[src/rtl/alu_exec_ctrl_pkg.sv]
// Shared definitions for the ALU issue/writeback controller:
// ALU control codes, instruction opcode/ext codes, PSR bit positions
// and the controller FSM state encoding.
package alu_exec_ctrl_pkg;

    // ALU control codes driven on aluControl
    typedef enum logic [3:0] {
        ALU_NOP  = 4'b0000,
        ALU_SUB  = 4'b0001,
        ALU_CMP  = 4'b0010,
        ALU_AND  = 4'b0011,
        ALU_OR   = 4'b0100,
        ALU_XOR  = 4'b0101,
        ALU_MOV  = 4'b0110,
        ALU_MOVI = 4'b0111,
        ALU_ADD  = 4'b1000
    } alu_op_e;

    // Opcode 0000 selects register format; the operation then comes from ext.
    localparam logic [3:0] OP_RTYPE = 4'b0000;

    // Operation codes: used as ext in register format and as the opcode
    // itself in immediate format.
    typedef enum logic [3:0] {
        EXT_AND = 4'b0001,
        EXT_OR  = 4'b0010,
        EXT_XOR = 4'b0011,
        EXT_ADD = 4'b0101,
        EXT_SUB = 4'b1001,
        EXT_CMP = 4'b1011,
        EXT_MOV = 4'b1101
    } ext_e;

    // PSR bit positions, psr = {N,Z,F,L,C}
    localparam int unsigned PSR_C = 0;
    localparam int unsigned PSR_L = 1;
    localparam int unsigned PSR_F = 2;
    localparam int unsigned PSR_Z = 3;
    localparam int unsigned PSR_N = 4;

    typedef enum logic [1:0] {
        ST_IDLE      = 2'd0,
        ST_DECODE    = 2'd1,
        ST_EXECUTE   = 2'd2,
        ST_WRITEBACK = 2'd3
    } state_e;

endpackage

[src/rtl/alu_exec_ctrl_instr_decode.sv]
// Combinational instruction decoder.
// Ports:
//   instr       in   16-bit instruction word
//   aluControl  out  ALU operation code
//   imm         out  extended immediate (0 for register format / illegal)
//   a_imm_sel   out  ALU a takes imm
//   b_imm_sel   out  ALU b takes imm (MOVI only)
//   writes_rf   out  instruction writes Rdest
//   upd_cf      out  instruction updates PSR C and F
//   upd_lnz     out  instruction updates PSR L, N and Z
//   illegal     out  instruction is undecodable
module instr_decode
    import alu_exec_ctrl_pkg::*;
#(
    parameter int unsigned DATA_WIDTH = 16
) (
    input  logic [15:0]           instr,
    output logic [3:0]            aluControl,
    output logic [DATA_WIDTH-1:0] imm,
    output logic                  a_imm_sel,
    output logic                  b_imm_sel,
    output logic                  writes_rf,
    output logic                  upd_cf,
    output logic                  upd_lnz,
    output logic                  illegal
);

    logic [3:0] opcode;
    logic [3:0] key;
    logic [7:0] imm8;
    logic       is_imm;
    logic       sext;
    logic       is_mov;

    assign opcode = instr[15:12];
    assign imm8   = instr[7:0];
    assign is_imm = (opcode != OP_RTYPE);
    // Both formats share one code space: ext for register format, opcode otherwise.
    assign key    = is_imm ? opcode : instr[7:4];

    always_comb begin
        aluControl = ALU_NOP;
        imm        = '0;
        a_imm_sel  = 1'b0;
        b_imm_sel  = 1'b0;
        writes_rf  = 1'b0;
        upd_cf     = 1'b0;
        upd_lnz    = 1'b0;
        illegal    = 1'b0;
        sext       = 1'b0;
        is_mov     = 1'b0;

        case (key)
            EXT_ADD: begin aluControl = ALU_ADD; writes_rf = 1'b1; upd_cf = 1'b1; sext = 1'b1; end
            EXT_SUB: begin aluControl = ALU_SUB; writes_rf = 1'b1; upd_cf = 1'b1; sext = 1'b1; end
            EXT_CMP: begin aluControl = ALU_CMP; upd_lnz = 1'b1; sext = 1'b1; end
            EXT_AND: begin aluControl = ALU_AND; writes_rf = 1'b1; end
            EXT_OR:  begin aluControl = ALU_OR;  writes_rf = 1'b1; end
            EXT_XOR: begin aluControl = ALU_XOR; writes_rf = 1'b1; end
            EXT_MOV: begin
                aluControl = is_imm ? ALU_MOVI : ALU_MOV;
                writes_rf  = 1'b1;
                is_mov     = 1'b1;
            end
            default: illegal = 1'b1;
        endcase

        if (is_imm && !illegal) begin
            imm = sext ? {{(DATA_WIDTH-8){imm8[7]}}, imm8} : {{(DATA_WIDTH-8){1'b0}}, imm8};
            // MOVI routes the immediate through b; every other immediate op uses a.
            if (is_mov) begin
                b_imm_sel = 1'b1;
            end else begin
                a_imm_sel = 1'b1;
            end
        end
    end

endmodule

[src/rtl/alu_exec_ctrl.sv]
// Multicycle issue/writeback controller around the 16-bit ALU.
// Accepts one instruction per handshake, sequences IDLE -> DECODE ->
// EXECUTE -> WRITEBACK, and owns the processor status register.
// Ports:
//   clk, reset                 clock (rising edge), async active-low reset
//   instr, instr_valid         instruction word and its valid strobe
//   instr_ready                high in IDLE only
//   rf_raddr_a / rf_raddr_b    Rsrc / Rdest read addresses
//   imm, a_imm_sel, b_imm_sel  extended immediate and ALU operand selects
//   aluControl                 ALU operation code
//   alu_C/L/F/Z/N              ALU flag inputs
//   rf_we, rf_waddr            register write strobe and address (Rdest)
//   psr                        {N,Z,F,L,C}
//   illegal                    one-cycle pulse in WRITEBACK of a bad instruction
module alu_exec_ctrl
    import alu_exec_ctrl_pkg::*;
#(
    parameter int unsigned DATA_WIDTH = 16,
    parameter int unsigned ADDR_WIDTH = 4
) (
    input  logic                  clk,
    input  logic                  reset,
    input  logic [15:0]           instr,
    input  logic                  instr_valid,
    output logic                  instr_ready,
    output logic [ADDR_WIDTH-1:0] rf_raddr_a,
    output logic [ADDR_WIDTH-1:0] rf_raddr_b,
    output logic [DATA_WIDTH-1:0] imm,
    output logic                  a_imm_sel,
    output logic                  b_imm_sel,
    output logic [3:0]            aluControl,
    input  logic                  alu_C,
    input  logic                  alu_L,
    input  logic                  alu_F,
    input  logic                  alu_Z,
    input  logic                  alu_N,
    output logic                  rf_we,
    output logic [ADDR_WIDTH-1:0] rf_waddr,
    output logic [4:0]            psr,
    output logic                  illegal
);

    state_e state;
    state_e state_nxt;

    logic [15:0]           ir;
    logic [3:0]            dec_alu;
    logic [DATA_WIDTH-1:0] dec_imm;
    logic                  dec_asel;
    logic                  dec_bsel;
    logic                  dec_wr;
    logic                  dec_cf;
    logic                  dec_lnz;
    logic                  dec_ill;

    logic wr_q;
    logic cf_q;
    logic lnz_q;
    logic ill_q;

    instr_decode #(
        .DATA_WIDTH(DATA_WIDTH)
    ) u_decode (
        .instr      (ir),
        .aluControl (dec_alu),
        .imm        (dec_imm),
        .a_imm_sel  (dec_asel),
        .b_imm_sel  (dec_bsel),
        .writes_rf  (dec_wr),
        .upd_cf     (dec_cf),
        .upd_lnz    (dec_lnz),
        .illegal    (dec_ill)
    );

    always_ff @(posedge clk or negedge reset) begin
        if (!reset) begin
            state <= ST_IDLE;
        end else begin
            state <= state_nxt;
        end
    end

    always_comb begin
        state_nxt   = state;
        instr_ready = 1'b0;
        rf_we       = 1'b0;
        illegal     = 1'b0;
        case (state)
            ST_IDLE: begin
                instr_ready = 1'b1;
                if (instr_valid) begin
                    state_nxt = ST_DECODE;
                end
            end
            ST_DECODE:  state_nxt = ST_EXECUTE;
            ST_EXECUTE: state_nxt = ST_WRITEBACK;
            ST_WRITEBACK: begin
                rf_we     = wr_q;
                illegal   = ill_q;
                state_nxt = ST_IDLE;
            end
            default: state_nxt = ST_IDLE;
        endcase
    end

    always_ff @(posedge clk or negedge reset) begin
        if (!reset) begin
            ir         <= '0;
            rf_raddr_a <= '0;
            rf_raddr_b <= '0;
            rf_waddr   <= '0;
            aluControl <= '0;
            imm        <= '0;
            a_imm_sel  <= 1'b0;
            b_imm_sel  <= 1'b0;
            wr_q       <= 1'b0;
            cf_q       <= 1'b0;
            lnz_q      <= 1'b0;
            ill_q      <= 1'b0;
            psr        <= '0;
        end else begin
            // Read addresses come straight from the accepted word so the
            // synchronous register file is addressed during DECODE.
            if (state == ST_IDLE && instr_valid) begin
                ir         <= instr;
                rf_raddr_a <= ADDR_WIDTH'(instr[3:0]);
                rf_raddr_b <= ADDR_WIDTH'(instr[11:8]);
                rf_waddr   <= ADDR_WIDTH'(instr[11:8]);
            end
            // Decode results are registered at the end of DECODE and held
            // through EXECUTE and WRITEBACK.
            if (state == ST_DECODE) begin
                aluControl <= dec_alu;
                imm        <= dec_imm;
                a_imm_sel  <= dec_asel;
                b_imm_sel  <= dec_bsel;
                wr_q       <= dec_wr;
                cf_q       <= dec_cf;
                lnz_q      <= dec_lnz;
                ill_q      <= dec_ill;
            end
            if (state == ST_WRITEBACK) begin
                if (cf_q) begin
                    psr[PSR_C] <= alu_C;
                    psr[PSR_F] <= alu_F;
                end
                if (lnz_q) begin
                    psr[PSR_L] <= alu_L;
                    psr[PSR_Z] <= alu_Z;
                    psr[PSR_N] <= alu_N;
                end
            end
        end
    end

endmodule
[config.mk]
export PLATFORM = sky130hd
export DESIGN_NAME = alu_exec_ctrl
export DESIGN_NICKNAME = d
export VERILOG_FILES = /design/src/rtl/alu_exec_ctrl_pkg.sv /design/src/rtl/alu_exec_ctrl_instr_decode.sv /design/src/rtl/alu_exec_ctrl.sv
export SDC_FILE = /design/constraint.sdc
export NUM_CORES = 1
export LEC_CHECK = 0
export ABC_AREA = 1
export CAP_MARGIN = 20
export CORE_ASPECT_RATIO = 1.1
export CORE_MARGIN = 5
export CORE_UTILIZATION = 29
export DETAILED_ROUTE_END_ITERATION = 12
export MAX_ROUTING_LAYER = met4
export PLACE_DENSITY = 0.53
export RECOVER_POWER = 25
export SLEW_MARGIN = 5
export SYNTH_ARGS = -nofsm -noshare
export SYNTH_HDL_FRONTEND = slang
export SYNTH_SLANG_ARGS = --single-unit
export TNS_END_PERCENT = 5
[constraint.sdc]
create_clock -name clk -period 1.5 [get_ports clk]
set_input_delay 0.3 -clock clk [delete_from_list [all_inputs] [get_ports clk]]
set_output_delay 0.3 -clock clk [all_outputs]
set_load 0.01 [all_outputs]
==> CHANGELOG.md <==
### Changed

- Status: complete, no violations
- Row cnt: 32
- CTS tree: yes
- Diode count: 0
- #MultiIn Comb: between 100 and 150
- Fin util: 0.415
- Design area: 0.00291 mm²
- Crit path DRT: 1.20 ns
- GRT Overall Usage: 0.100
- RSZ-0062 raised after global routing: true
- Leak pwr: 1.52 nW
- R2r setup slk: ~0.06 ns
- Ys async rst share: 1.00
- Total power: 0.00594 W
- Crit path from: state[1]
- Switching part of the total power: 0.379
- TNS Setup: 0 ns
- Crit Reg-Reg Startpoint: state[1]
- Met3 WL post-DR: between 200 and 250 µm
- Reg2reg path depth: 6
- Clock H-tree levels: 2
- M1 wire length: about 1.9 mm
- Final #Nets: 303
- Vias: 1540
- Busiest grt layer: met2
- Mapped Cells: 213
- Register area: between 0.001 and 0.0015 mm²
- Synth Warn #: 0
- Max-area cell share: 0.505
- Fin cells: 361
- Yosys top cell by instances: nand2_1
- Initial DRT Pass Iterations: 4
- Final ANT Viol Nets: 0
- Core area: 0.00701 mm²
- Top cells by area: dfrtp_1 (50%), mux2_2 (8.6%), nand2_1 (8.5%), buf_4 (6.8%), inv_1 (3.6%)
- Initial DRC Count: 29
- XORs/XNORs by Area: 0
- Post-synth top cells: nand2_1 (47), dfrtp_1 (42), inv_1 (20)
- AO/OA Area Share: 0.0721
- Die height: 98.9 µm
- Largest area contributor in the netlist: dfrtp_1
- Max Used Layer: met4
- Fin crit period: 1.44 ns
- Invs w/o clock: 20
- YS chip area: 0.00208 mm²
- Met3 usage: 0.0290
- Non-CTS buffers: 79
- # IOs: 66
- Syn Nets: 241
- Unique cell types: 26
- Clock group total power: 0.000868 W
- Flop share of the area: 0.362
wires.png
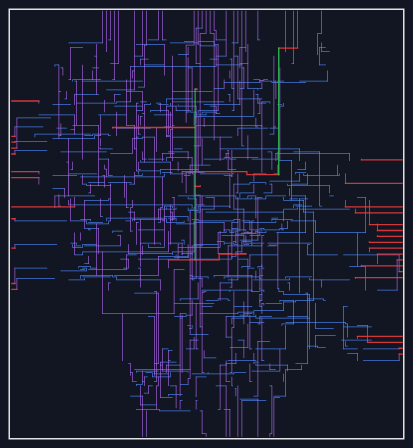
legend:
  metal 1:
    color: blue
    wire_length: 1880 µm
  metal 3:
    color: red
    wire_length: 238 µm
  metal 4:
    color: green
    wire_length: 68.7 µm
  metal 2:
    color: purple
    wire_length: 2080 µm

io_placement.png
Pins as bars across the die edge, other pins in gray.
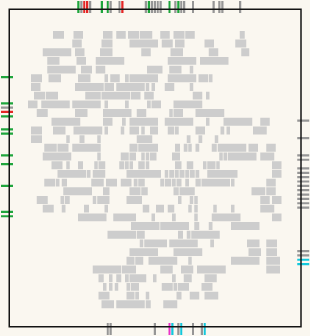
legend:
  alu_Z:
    color: magenta
    pins: 1
    direction: input
    edge: bottom
  instr:
    color: green
    pins: 16
    direction: input
    edge: 10 left, 6 top
  psr:
    color: cyan
    pins: 5
    direction: output
    edge: 3 bottom, 2 right
  rf_raddr_b:
    color: red
    pins: 4
    direction: output
    edge: 3 top, 1 left
all pins by edge: 26 top, 18 right, 12 left, 10 bottom

logic_types.png
Scale bar: 20 µm.
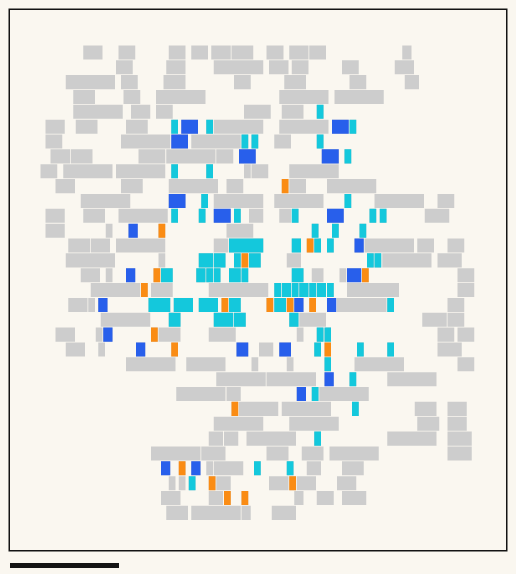
legend:
  inverting AOI/OAI gates:
    color: blue
    cells: 23
    most_used: o21ai_2
  inverters:
    color: orange
    cells: 20
    most_used: inv_1
  NAND gates:
    color: cyan
    cells: 68
    most_used: nand2_1

Power is estimated from default activity; no workload was simulated.
